Fig. 1: run 1, placed standard cells
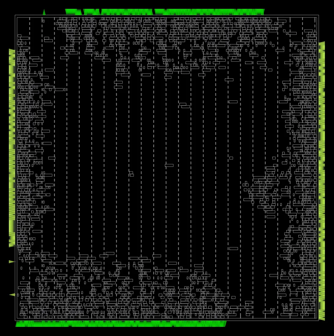
Fig. 2: run 1, register map, names as in the netlist
Drawn at 1.5 px/µm. Other sequential cells in the stronger gray, the rest of the logic in the fainter gray.
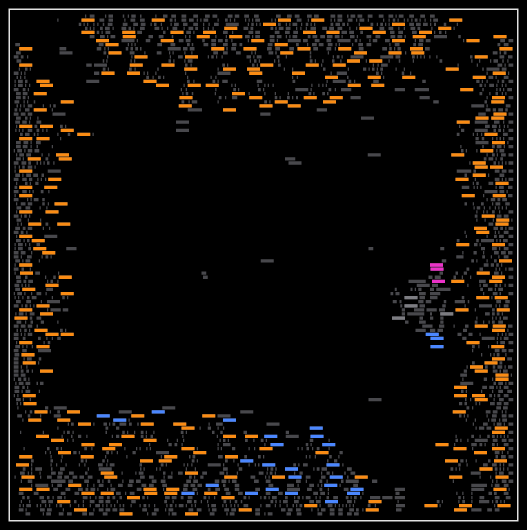
Fig. 3: run 1, cells colored by class
Drawn at 1 px/µm.
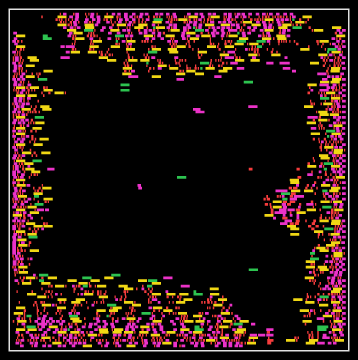
Fig. 4: run 1, met3 routing
Drawn at 1 px/µm.
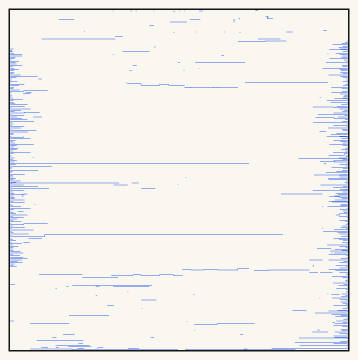
`config.mk`:
```
export PLATFORM = sky130hd
export DESIGN_NAME = dcache_flush_walker
export DESIGN_NICKNAME = d
export VERILOG_FILES = /design/src/rtl/dcache_pkg.sv /design/src/rtl/dcache_flush_way_sel.sv /design/src/rtl/dcache_flush_walker.sv
export SDC_FILE = /design/constraint.sdc
export NUM_CORES = 1
export LEC_CHECK = 0
export CAP_MARGIN = 15
export CELL_PAD_IN_SITES_DETAIL_PLACEMENT = 1
export CELL_PAD_IN_SITES_GLOBAL_PLACEMENT = 2
export CORE_AREA = 2 2 336 338
export DETAILED_ROUTE_END_ITERATION = 6
export DIE_AREA = 0 0 338 340
export DONT_BUFFER_PORTS = 1
export PLACE_DENSITY = 0.42
export SYNTH_ARGS = -nofsm -noshare
export SYNTH_HDL_FRONTEND = slang
export SYNTH_SLANG_ARGS = --single-unit
```
`constraint.sdc`:
```
create_clock -name clk -period 2.1 [get_ports clk]
set_input_delay 0.315 -clock clk [delete_from_list [all_inputs] [get_ports clk]]
set_output_delay 0.315 -clock clk [all_outputs]
set_load 0.02 [all_outputs]
```
`src/rtl/dcache_pkg.sv`:
```
// Shared types and helpers for the dcache flush engine.
package dcache_pkg;

   localparam int S_INDEX  = 3;
   localparam int NUM_WAYS = 2;
   localparam int S_TAG    = 24;
   localparam int S_OFFSET = 5;
   localparam int S_LINE   = 256;

   // Walker states; explicit codes keep the debug encoding stable across tools.
   typedef enum logic [2:0] {
      IDLE  = 3'd0,
      READ  = 3'd1,
      CHECK = 3'd2,
      WB    = 3'd3,
      CLEAR = 3'd4,
      DONE  = 3'd5
   } flush_state_t;

   // Physical address of the first byte of a line.
   function automatic logic [31:0] line_addr(input logic [S_TAG-1:0]   tag,
                                             input logic [S_INDEX-1:0] set);
      return {tag, set, {S_OFFSET{1'b0}}};
   endfunction

endpackage

```
`src/rtl/dcache_flush_way_sel.sv`:
```
// Lowest-index priority encoder over valid & dirty: picks the next line to write back.
module dcache_flush_way_sel #(
   parameter int num_ways = 2,
   parameter int s_way    = 1
) (
   input  logic [num_ways-1:0] valid_in,
   input  logic [num_ways-1:0] dirty_in,
   output logic                found,
   output logic [s_way-1:0]    way
);

   // Scan from the top way down so the lowest matching way is the last assignment.
   always_comb begin
      found = 1'b0;
      way   = '0;
      for (int w = num_ways - 1; w >= 0; w--) begin
         if (valid_in[w] && dirty_in[w]) begin
            found = 1'b1;
            way   = s_way'(w);
         end
      end
   end

endmodule

```
`src/rtl/dcache_flush_walker.sv`:
```
// Flush engine: walks every set/way via the arrays' registered read port, writes back
// each valid+dirty line, clears its dirty bit, then re-reads the set before moving on.
// Handshake: pmem_write is held with stable address/data until pmem_resp is seen high
// on a rising edge while in WB; pmem_resp at any other time has no effect.
module dcache_flush_walker
   import dcache_pkg::*;
#(
   parameter int s_index  = S_INDEX,
   parameter int num_ways = NUM_WAYS,
   parameter int s_tag    = S_TAG,
   parameter int s_offset = S_OFFSET,
   parameter int s_line   = S_LINE
) (
   input  logic                       clk,
   input  logic                       rst_n,
   input  logic                       flush_req,
   output logic                       flush_busy,
   output logic                       flush_done,
   output logic [s_index-1:0]         arr_rindex,
   output logic [s_index-1:0]         arr_windex,
   input  logic [num_ways-1:0]        valid_in,
   input  logic [num_ways-1:0]        dirty_in,
   input  logic [num_ways*s_tag-1:0]  tag_in,
   input  logic [num_ways*s_line-1:0] data_in,
   output logic [num_ways-1:0]        dirty_load,
   output logic                       dirty_datain,
   output logic                       pmem_write,
   output logic [31:0]                pmem_address,
   output logic [s_line-1:0]          pmem_wdata,
   input  logic                       pmem_resp,
   output flush_state_t               flush_state
);

   localparam int s_way = (num_ways > 1) ? $clog2(num_ways) : 1;
   localparam logic [s_index-1:0] last_set = {s_index{1'b1}};

   flush_state_t        state;
   logic [s_index-1:0]  set_q;
   logic [s_way-1:0]    way_q;
   logic [31:0]         addr_q;
   logic [s_line-1:0]   data_q;

   logic                sel_found;
   logic [s_way-1:0]    sel_way;
   logic [s_tag-1:0]    sel_tag;
   logic [s_line-1:0]   sel_data;

   dcache_flush_way_sel #(
      .num_ways (num_ways),
      .s_way    (s_way)
   ) u_way_sel (
      .valid_in (valid_in),
      .dirty_in (dirty_in),
      .found    (sel_found),
      .way      (sel_way)
   );

   // Mux the chosen way's tag and line out of the flattened array buses.
   always_comb begin
      sel_tag  = '0;
      sel_data = '0;
      for (int w = 0; w < num_ways; w++) begin
         if (s_way'(w) == sel_way) begin
            sel_tag  = tag_in[w*s_tag +: s_tag];
            sel_data = data_in[w*s_line +: s_line];
         end
      end
   end

   // Walk FSM with the set counter and the latched write-back line.
   always_ff @(posedge clk or negedge rst_n) begin
      if (!rst_n) begin
         state  <= IDLE;
         set_q  <= '0;
         way_q  <= '0;
         addr_q <= '0;
         data_q <= '0;
      end else begin
         case (state)
            IDLE: begin
               if (flush_req) begin
                  set_q <= '0;
                  state <= READ;
               end
            end
            READ: state <= CHECK;
            CHECK: begin
               if (sel_found) begin
                  way_q  <= sel_way;
                  addr_q <= line_addr(sel_tag, set_q);
                  data_q <= sel_data;
                  state  <= WB;
               end else if (set_q == last_set) begin
                  state <= DONE;
               end else begin
                  set_q <= set_q + 1'b1;
                  state <= READ;
               end
            end
            WB: begin
               if (pmem_resp) state <= CLEAR;
            end
            // Re-read the same set: the array output right after a load is not trusted.
            CLEAR: state <= READ;
            DONE:  state <= IDLE;
            default: state <= IDLE;
         endcase
      end
   end

   // Dirty-bit clear strobe for the way just written back.
   always_comb begin
      dirty_load = '0;
      if (state == CLEAR) dirty_load[way_q] = 1'b1;
   end

   assign flush_busy   = (state != IDLE);
   assign flush_done   = (state == DONE);
   assign arr_rindex   = (state == IDLE) ? '0 : set_q;
   assign arr_windex   = (state == CLEAR) ? set_q : '0;
   assign dirty_datain = 1'b0;
   assign pmem_write   = (state == WB);
   assign pmem_address = addr_q;
   assign pmem_wdata   = data_q;
   assign flush_state  = state;

endmodule

```
==> GITHUB_STEP_SUMMARY, run 1 <==
### Flow metrics

| Metric | Value |
|---|---|
| Status | `finished, violations left` |
| Failing checks | `negative hold slack, negative setup slack` |
| Yosys top cell by instances | `nand2_1` |
| CP Max Fanout | `6` |
| Fin. Hold Viols | `290` |
| CP arrival | `2.60 ns` |
| Fin nets | `~2.7k` |
| Total CTS buffers | `40` |
| Net Sw Frac | `0.442` |
| Yosys chip area | `13300 µm²` |
| Vias per cell | `3.81` |
| Die Height | `340 µm` |
| Post-synth EDFFs | `0` |
| Avg WL per Cell | `19.9 µm` |
| Yosys cell count | `1586` |
| Initial antenna violation count | `6` |
| Worst hold slack | `-0.536 ns` |
| Most used routing layer | `met2` |
| Post-Route WL | `73.8 mm` |
| Minimum clock period | `2.12 ns` |
| DP Wirelength | `49.7 mm` |
| Switch Pwr | `12.9 mW` |
| Post-synth top area share | `0.544` |
| Largest register FFs | `between 200 and 300` |
| Routed via count | `14.1k` |
| IO Count | `871` |
| PwrDens | `roughly 1300 nW/µm²` |
| Clock transition at path regs | `0.06 ns` |
| PortBufs | `0` |
| Crit Path Class | `flop to flop` |
| Syn Std Cell Area | `13300 µm²` |
| CP Cell Sequence | `buf_4 > or3b_4 > nor2b_4 > buf_12 > buf_16 > buf_12 > clkbuf_16 > nor2_1 > a31oi_1` |
| Dpl ws | `0.154 ns` |
| Fraction of registers with async set/reset | `1.00` |
| GP Congestion | `0.810` |
| Skew final | `about 0.0088 ns` |
| Setup ws final | `-0.0152 ns` |
| Internal power | `about 16 mW` |
| Slew @ Worst Pin | `0.990 ns` |
| Hold_buf cts | `559` |
| VDD IR max | `0.639 mV` |
| Reg2reg end | `pmem_wdata[130]` |
| Clock tree buffer depth | `3` |
| Clock group | `6.79 mW` |
| Worst setup EP type | `flop` |
| Antenna Nets Post-Route | `0` |
| R2r startpoint | `flush_state[2]` |
| Crit path largest cell delay | `0.42 ns` |
| RSZ-0062 raised after global routing | `true` |
| Tot GR Track Use | `0.114` |
| Cycle use final | `1.01` |
| Synth Seq Share | `0.544` |
| Final setup viols | `2` |
| M1 wire length | `28.1 mm` |
| Worst Hold Class | `input port to asynchronous set/reset pin` |
| Largest net degree at the start of global routing | `291` |
| Remaining DRCs | `0` |
| CP dominant cell by count | `buf_12` |
| DR iter-0 viols | `454` |
| Reg2reg setup slack | `-0.02 ns` |
| Wire length on met2 | `roughly 37 mm` |
| Placed cell area | `15200 µm²` |
| Chip Area | `115000 µm²` |
| Most used logic cell in the final layout | `nand2_1` |
| Crit. Startpoint | `flush_state[2]` |
| Leak | `9.25 nW` |
About Fig. 1:
Layout Cells excl Fill: 3700
Final Util: 0.205
Filler cells: 13.1k
Flops: 290
Std-Cell Rows: 123

About Fig. 2:
Key: `pmem_wdata` = orange [sequential cells 256, where widely spread]; `set_q` = magenta [sequential cells 3]; `pmem_address` = blue [sequential cells 27]

About Fig. 3:
Key: clock drivers and dummy loads = green [cells 66]; all other logic = red [cells 1167]; flip-flops = yellow [cells 290]; other buffers and delay cells = magenta [cells 674]

About Fig. 4:
The layer holds 8.0% of the routed length. 441 nets have wire on it. The wires run mostly horizontal.

-- run 1: logic make-up after synthesis --
family / synth area share
flops: 0.544
fa+ha+maj: 0.00188
buf+inv: 0.0648
other cells: 0.000281
simple gates: 0.249
mux: 0.00366
compound gates: 0.136
-- run 1: area by class of cell --
type	count	area, µm²	share of cell area
repair buffers	674	7190	0.314
clock inverters	5	56.3	0.00246
flip-flops and latches	290	7260	0.317
inverters	2	7.51	0.000328
diodes	3	7.51	0.000328
well taps	1500	1880	0.0820
multi-input cells	1165	5270	0.230
clock buffers	61	1210	0.0529
-- run 1: worst max-delay path: cells and delay by family (launching register included) --
family	cells	cell delay (ns)
flops	1	0.42
compound gates	1	0.19
simple gates	3	0.64
buf+inv	5	0.76
==> run 1 -> run 2 <==
==> constraint.sdc (replaced) <==
create_clock -name clk -period 2 [get_ports clk]
set_input_delay 0.3 -clock clk [delete_from_list [all_inputs] [get_ports clk]]
set_output_delay 0.3 -clock clk [all_outputs]
set_load 0.02 [all_outputs]
Fig. 5: run 2, placed standard cells
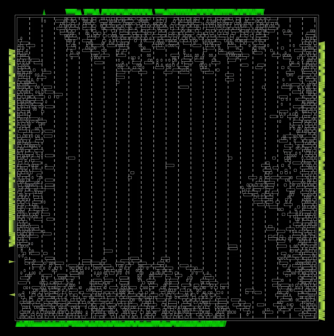
Filler cells: 13.0k
Layout Cells excl Fill: 3726
Final Util: 0.211

==> GITHUB_STEP_SUMMARY, run 2 <==
### Flow metrics

| Metric | Value |
|---|---|
| Ant diodes | `3` |
| Status | `finished, violations left` |
| RSZ-0062 raised after global routing | `true` |
| Logic area | `5300 µm²` |
| Cycle use final | `1.07` |
| PortBufs | `0` |
| Most used routing layer | `met2` |
| GP Congestion | `0.809` |
| Slew @ Worst Pin | `0.935 ns` |
| Register Area | `7260 µm²` |
| Dpl ws | `0.107 ns` |
| Worst hold slack | `-0.579 ns` |
| Dominant comb cell | `simple AND/OR/NAND/NOR gates` |
| Post-Route WL | `73.5 mm` |
| Combinational fraction of the cell area | `0.226` |
| R2r startpoint | `flush_state[0]` |
| Fin. Hold Viols | `between 200 and 300` |
| Synth Area in Simple Gates | `0.249` |
| Syn Std Cell Area | `13300 µm²` |
| CP Max Fanout | `10` |
| Clock tree buffer depth | `3` |
| CP arrival | `2.58 ns` |
| Tot GR Track Use | `0.114` |
| Leak | `~9.5 nW` |
| Fin nets | `2761` |
| Sequential share of cell area | `0.309` |
| Mux share | `0.00366` |
| IO Count | `871` |
| Post-synth top area share | `0.544` |
| Largest net degree at the start of global routing | `291` |
| Reg2reg setup slack | `-0.14 ns` |
| DP Wirelength | `49.9 mm` |
| Chip Area | `around 110000 µm²` |
| Flops | `290` |
| Clock buffers | `61` |
| Failing checks | `negative hold slack, negative setup slack` |
| Crit path largest cell delay | `0.41 ns` |
| Internal power | `between 15 and 20 mW` |
| Reg2reg end | `pmem_wdata[63]` |
| Xor/xnor share | `0` |
| Post-Synth Adder-Cell Area | `0.00188` |
| Minimum clock period | `roughly 2.1 ns` |
| Initial antenna violation count | `5` |
| Yosys cell count | `1586` |
| Skew final | `0.0179 ns` |
| Avg WL per Cell | `19.7 µm` |
| Clock transition at path regs | `~0.060 ns` |
| Final setup viols | `192` |
| M1 wire length | `27.2 mm` |
| Top cell category | `buffers` |
| Buffers excl. clock | `691` |
| Vias per cell | `~3.8` |
| Die Height | `about 340 µm` |
| PwrDens | `1360 nW/µm²` |
| CP Cell Sequence | `buf_6 > or3b_4 > nor2b_4 > buf_12 > buf_16 > buf_8 > clkbuf_16 > a31oi_1` |
| Data buffer area share | `0.324` |
| VDD IR max | `0.499 mV` |
| Synth Area in Compound Gates | `0.136` |
| Crit Path Class | `flop to flop` |
| Setup ws final | `-0.136 ns` |
| Yosys top cell by instances | `nand2_1` |
| Placed cell area | `between 15000 and 20000 µm²` |
| Hold_buf cts | `561` |
| Total CTS buffers | `41` |
| Std-Cell Rows | `123` |
| Post-synth EDFFs | `0` |
| Yosys chip area | `13300 µm²` |
| Wire length on met2 | `36.9 mm` |
Fig. 6: run 2, metal layers overlaid
Drawn at 1 px/µm. Only two layers are drawn.
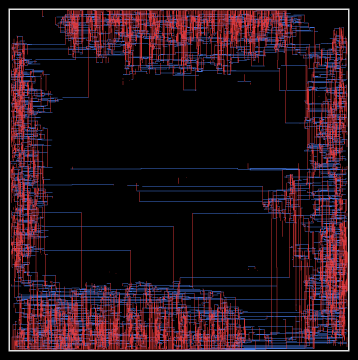
Key: met1 = blue [wire length 27.2 mm]; met2 = red [wire length 36.9 mm]

## run 2: netlist changes by cell type in the layout (fill, tap and decap cells not counted), sizes merged
cell / change
clkbuf: +10
buf: +6
bufinv: +3
clkinvlp: +3
clkinv: +2
dlygate4sd3: +2
bufbuf: -1
inv: +1
## run 2: worst max-delay path, delay by kind of cell (launching register included)
family	cells	cell delay [ns]
buffers and inverters	5	0.76
AND-OR/OR-AND	1	0.08
AND/OR/NAND/NOR	2	0.70
flip-flops	1	0.41
## run 2: power by group through the flow
stage | logic, mW | clock network, mW | registers [mW]
after CTS | 7.22 | 8.21 | 15.4
after global routing | 9.67 | 8.40 | 15.7
after floorplan | 4.78 | 0 | 13.9
final | 8.62 | 7.84 | 15.4
after detailed placement | 6.11 | 0 | 15.5
after global placement | 5.84 | 0 | 15.5
==> run 2 -> run 3 <==
--- a/config.mk
+++ b/config.mk
@@ -8,9 +8,9 @@
 export CAP_MARGIN = 15
 export CELL_PAD_IN_SITES_DETAIL_PLACEMENT = 1
 export CELL_PAD_IN_SITES_GLOBAL_PLACEMENT = 2
-export CORE_AREA = 2 2 336 338
+export CORE_AREA = 4 4 338 340
 export DETAILED_ROUTE_END_ITERATION = 6
-export DIE_AREA = 0 0 338 340
+export DIE_AREA = 0 0 342 344
 export DONT_BUFFER_PORTS = 1
 export PLACE_DENSITY = 0.42
 export SYNTH_ARGS = -nofsm -noshare
Fig. 7: run 3, register map, names as in the netlist
Drawn at 1.5 px/µm. Other sequential cells in the stronger gray, the rest of the logic in the fainter gray.
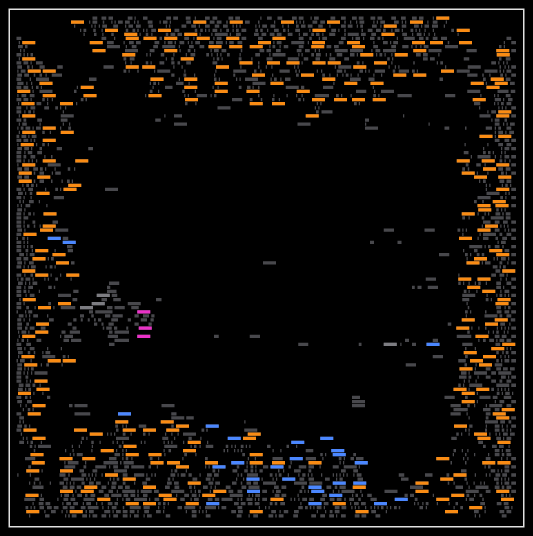
Key: `pmem_address` = blue [sequential cells 27]; `set_q` = magenta [sequential cells 3]; `pmem_wdata` = orange [sequential cells 256, where widely spread]

==> GITHUB_STEP_SUMMARY, run 3 <==
### Flow metrics

| Metric | Value |
|---|---|
| Avg WL per Cell | `approximately 22 µm` |
| Placed cell area | `15300 µm²` |
| IO Count | `871` |
| Initial antenna violation count | `5` |
| Die Height | `~340 µm` |
| Net Sw Frac | `0.445` |
| CP Launch Type | `flop` |
| Worst hold slack | `-0.589 ns` |
| PwrDens | `1340 nW/µm²` |
| Crit Path Class | `flop to flop` |
| VDD IR max | `between 0.5 and 0.6 mV` |
| Vias per cell | `3.87` |
| DP Wirelength | `approximately 53 mm` |
| Clock Latency Late Sink | `0.59 ns` |
| Hold_buf cts | `around 560` |
| Std-Cell Rows | `123` |
| Status | `finished, violations left` |
| Commonest cells after routing, fill and taps aside | `564 x dlygate4sd3_1, 562 x nand2_1, 290 x dfrtp_1` |
| Post-synth top area share | `0.544` |
| Minimum clock period | `roughly 2.2 ns` |
| Placed cell count | `3039` |
| Post-route total power | `33.0 mW` |
| Post-Route WL | `about 82 mm` |
| Slowest CP cell | `dfrtp_1` |
| TritonRoute pass-1 iters | `4` |
| Synth flops | `290` |
| Remaining DRCs | `0` |
| Fin nets | `2800` |
| Most used routing layer | `met2` |
| Chip Area | `roughly 120000 µm²` |
| R2r startpoint | `flush_state[0]` |
| Yosys chip area | `13300 µm²` |
| Largest net degree at the start of global routing | `291` |
| Total CTS buffers | `41` |
| Synth Seq Share | `0.544` |
| Yosys cell count | `around 1.6k` |
| Most used logic cell in the final layout | `dlygate4sd3_1` |
| Crit path largest cell delay | `0.40 ns` |
| Flop+latch power | `roughly 16 mW` |
| Routed via count | `14.6k` |
| Clock tree buffer depth | `3` |
| FMAX | `0.461 GHz` |
| Tot GR Track Use | `0.116` |
| Filler cells | `13.0k` |
| Synth Warn # | `0` |
| First-pass GRT wire length | `about 100 mm` |
| Reg2reg setup slack | `-0.17 ns` |
| Fin. Hold Viols | `290` |
| Yosys top cell by instances | `nand2_1` |
| Clock transition at path regs | `0.06 ns` |
| Pwr top | `registers` |
| Syn Std Cell Area | `approximately 13000 µm²` |
| Fraction of registers with async set/reset | `1.00` |
| Crit path depth | `10` |
| Dpl ws | `0.108 ns` |
| Met2 global-route usage | `0.198` |
| Failing checks | `negative hold slack, negative setup slack` |
| Largest register FFs | `between 200 and 300` |
| Worst Hold Class | `input port to asynchronous set/reset pin` |
| Crit. Startpoint | `flush_state[0]` |
| Die X | `~340 µm` |
| Floorplan core density | `0.120` |
| Leak | `9.82 nW` |
| Cycle use final | `1.09` |
| CP top delay family | `buffers and inverters` |
| Switch Pwr | `14.7 mW` |
| Reg2reg end | `pmem_wdata[245]` |
| Worst setup EP type | `flop` |
| Reg2Reg Depth | `10` |
| Setup ws final | `-0.171 ns` |
| Cell area leaders | `dfrtp_1 54%, nand2_1 16%, a31oi_1 13%, nor2_1 7.9%, buf_6 2.7%` |
| CP bufs+invs | `7` |
| Clock group | `approximately 7.1 mW` |
| GP Congestion | `0.812` |
| Post-synth EDFFs | `0` |
| Skew final | `0.0255 ns` |
| PortBufs | `0` |
| CP arrival | `2.63 ns` |
| CP Cell Sequence | `buf_4 > or3b_4 > nor2b_4 > buf_6 > buf_12 > buf_6 > buf_12 > buf_8 > clkbuf_16 > a31oi_2` |
| P_comb | `around 10 mW` |
| CP Max Fanout | `7` |
| DR iter-0 viols | `about 440` |
| Antenna Nets Post-Route | `0` |
| Slew @ Worst Pin | `roughly 0.8 ns` |
| Internal power | `18.3 mW` |
| Final setup viols | `167` |
| RSZ-0062 raised after global routing | `true` |
Fig. 8: run 3, placed standard cells
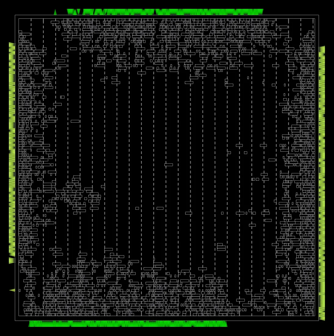
core box area: 112000 µm²
Final Util: 0.221
sequential share of cell area: 0.295
Layout Cells excl Fill: 3759

[run 3: cell counts after synthesis]
No cell type changed its count.
[run 3: cell families after synthesis]
kind of cell,Yosys count,synth area share
simple gates,864,0.249
flops,290,0.544
compound gates,289,0.136
buf+inv,136,0.0648
mux,4,0.00366
fa+ha+maj,2,0.00188
other cells,1,0.000281
[run 3: area by class of cell]
type	count	area [µm²]	share of cell area
inverters	2	7.51	0.000305
multi-input cells	1165	5750	0.234
flip-flops and latches	290	7260	0.295
diodes	4	10.0	0.000407
clock buffers	59	1150	0.0469
repair buffers	730	8450	0.343
clock inverters	9	105	0.00427
well taps	1500	1880	0.0763
[run 3: metal layers]
metal	up-vias	part of all wire
li1	6592	-
met4	2	0.036
met2	622	0.49
met3	135	0.087
met1	7215	0.39
met5	-	0.00018
No activity file was given, so power comes from the tool's default toggle rates.
